`src/rtl/ladybird_debounce.sv`:
```
// Per-channel two-flop synchroniser and debouncer for raw switch/button pads.
// Produces clean levels for GPIO_I and one-cycle rise/fall event pulses.
module ladybird_debounce #(
    parameter int unsigned WIDTH           = 8,
    parameter int unsigned DEBOUNCE_CYCLES = 100000,
    parameter int unsigned CNT_WIDTH       = 17
) (
    input  logic             clk,
    input  logic             nrst,
    input  logic [WIDTH-1:0] raw_i,
    output logic [WIDTH-1:0] level_o,
    output logic [WIDTH-1:0] rise_o,
    output logic [WIDTH-1:0] fall_o
);

    typedef enum logic [1:0] {
        LOW       = 2'b00,
        WAIT_HIGH = 2'b01,
        HIGH      = 2'b10,
        WAIT_LOW  = 2'b11
    } state_e;

    localparam logic [CNT_WIDTH-1:0] CNT_LAST = CNT_WIDTH'(DEBOUNCE_CYCLES - 1);
    localparam logic [CNT_WIDTH-1:0] CNT_ONE  = CNT_WIDTH'(1);
    localparam bit                   NO_WAIT  = (DEBOUNCE_CYCLES == 1);

    logic [WIDTH-1:0] s1_q;
    logic [WIDTH-1:0] s2_q;

    // Metastability guard: only s2_q is ever looked at by the FSMs.
    always_ff @(posedge clk) begin
        if (!nrst) begin
            s1_q <= '0;
            s2_q <= '0;
        end else begin
            s1_q <= raw_i;
            s2_q <= s1_q;
        end
    end

    for (genvar g = 0; g < WIDTH; g++) begin : g_ch
        state_e               state_q;
        logic [CNT_WIDTH-1:0] cnt_q;
        logic                 rise_q;
        logic                 fall_q;

        // A reversal of s2 in a WAIT state drops the partial count entirely.
        always_ff @(posedge clk) begin
            if (!nrst) begin
                state_q <= LOW;
                cnt_q   <= '0;
                rise_q  <= 1'b0;
                fall_q  <= 1'b0;
            end else begin
                rise_q <= 1'b0;
                fall_q <= 1'b0;
                case (state_q)
                    LOW: begin
                        if (s2_q[g] && NO_WAIT) begin
                            state_q <= HIGH;
                            cnt_q   <= '0;
                            rise_q  <= 1'b1;
                        end else if (s2_q[g]) begin
                            state_q <= WAIT_HIGH;
                            cnt_q   <= CNT_ONE;
                        end else begin
                            cnt_q   <= '0;
                        end
                    end
                    WAIT_HIGH: begin
                        if (!s2_q[g]) begin
                            state_q <= LOW;
                            cnt_q   <= '0;
                        end else if (cnt_q == CNT_LAST) begin
                            state_q <= HIGH;
                            cnt_q   <= '0;
                            rise_q  <= 1'b1;
                        end else begin
                            cnt_q   <= cnt_q + CNT_ONE;
                        end
                    end
                    HIGH: begin
                        if (!s2_q[g] && NO_WAIT) begin
                            state_q <= LOW;
                            cnt_q   <= '0;
                            fall_q  <= 1'b1;
                        end else if (!s2_q[g]) begin
                            state_q <= WAIT_LOW;
                            cnt_q   <= CNT_ONE;
                        end else begin
                            cnt_q   <= '0;
                        end
                    end
                    WAIT_LOW: begin
                        if (s2_q[g]) begin
                            state_q <= HIGH;
                            cnt_q   <= '0;
                        end else if (cnt_q == CNT_LAST) begin
                            state_q <= LOW;
                            cnt_q   <= '0;
                            fall_q  <= 1'b1;
                        end else begin
                            cnt_q   <= cnt_q + CNT_ONE;
                        end
                    end
                    default: begin
                        state_q <= LOW;
                        cnt_q   <= '0;
                    end
                endcase
            end
        end

        assign level_o[g] = (state_q == HIGH) || (state_q == WAIT_LOW);
        assign rise_o[g]  = rise_q;
        assign fall_o[g]  = fall_q;
    end

endmodule

```
`config.mk`:
```
export PLATFORM = sky130hd
export DESIGN_NAME = ladybird_debounce
export DESIGN_NICKNAME = d
export VERILOG_FILES = /design/src/rtl/ladybird_debounce.sv
export SDC_FILE = /design/constraint.sdc
export NUM_CORES = 1
export LEC_CHECK = 0
export ABC_AREA = 1
export CORE_UTILIZATION = 35
export DETAILED_ROUTE_END_ITERATION = 10
export SYNTH_ARGS = -nofsm -noshare
export SYNTH_HDL_FRONTEND = slang
export SYNTH_SLANG_ARGS = --single-unit
```
`constraint.sdc`:
```
create_clock -name clk -period 2.5 [get_ports clk]
set_input_delay 0.5 -clock clk [delete_from_list [all_inputs] [get_ports clk]]
set_output_delay 0.5 -clock clk [all_outputs]
set_load 0.05 [all_outputs]
```
==> reports/results.ini <==
[setup_path]
cp-endpoint = level_o[5]
crit_chain = clkdlybuf4s50_1

[cts]
cts.sinks = 184
cts_inserted_buffers = 17
clock_path_buffers = 2

[synth]
ff_type = dfxtp_1
ys_warn_count = 0
yosys.area_share.aoi_pct = 5.60
syn-cell-area_sq_mm = 0.00853
ys_seq_share_pct = 43.2
top_logic_kind = simple AND/OR/NAND/NOR gates
yosys_area_sq_mm = 0.00853
yosys_cells = 1165

[power_and_ir_drop]
p_leak_nw = 3.46
cellPowerDensity_mw_per_mm2 = 600
p_seq_share_pct = 51.7

[global_routing]
grt_pass1_wl_um = 27900

[layout]
dominant_cells = multi-input combinational cells
clkCellAreaFrac_pct = 6.15

[routing]
wire_per_inst_um = 10.5

[status]
status = finished clean

[timing]
timing.slew.headroom_pct = 65.7
finalCritPeriodShare_pct = 87.8

placed cells by master (no fill, tap or decap), types with 11 or more instances in the layout:
master and n:
nor2_1 205, nand2_1 192, dfxtp_1 184, inv_1 164, nand3_1 79, nor3_1 53
a21oi_1 40, xor2_1 38, clkdlybuf4s50_1 32, nand4_1 23, nor3b_1 20, o21ai_0 19
clkbuf_16 17, nor2_2 13, a31oi_1 12, nor3_2 11
state kept, by name, indices dropped and copies added, names as in the netlist, named ones only:
signal,flops
g_ch.state_q,8
s1_q,8
g_ch.rise_q,8
g_ch.cnt_q,136
s2_q,8
g_ch.fall_q,8
routing by layer:
layer	GRT usage, %	up-vias
met2	22.4	71
met5	0	-
met1	17.7	3057
li1	-	3743
met3	2.66	15
met4	5.49	0
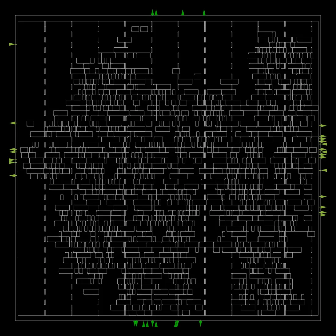
Figure 1: cell placement.
# rows: 56
num tapcells: 319
sequential share of cell area: 38.2%
Flops: 184

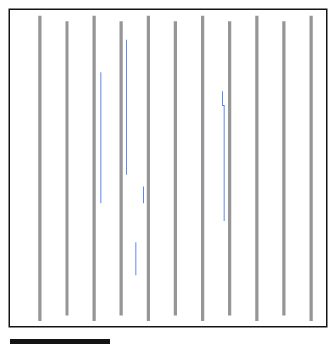
Figure 2: M4 wires.
Scale bar: 50 um. Supply wires on this layer in gray.
longest straight run: 67.3 um
wire length on this layer: 223 um
share of all routed wire: 1.4%
nets with wire on the layer: 2
detailed-route via count: 6886
Routed WL: 15900 um

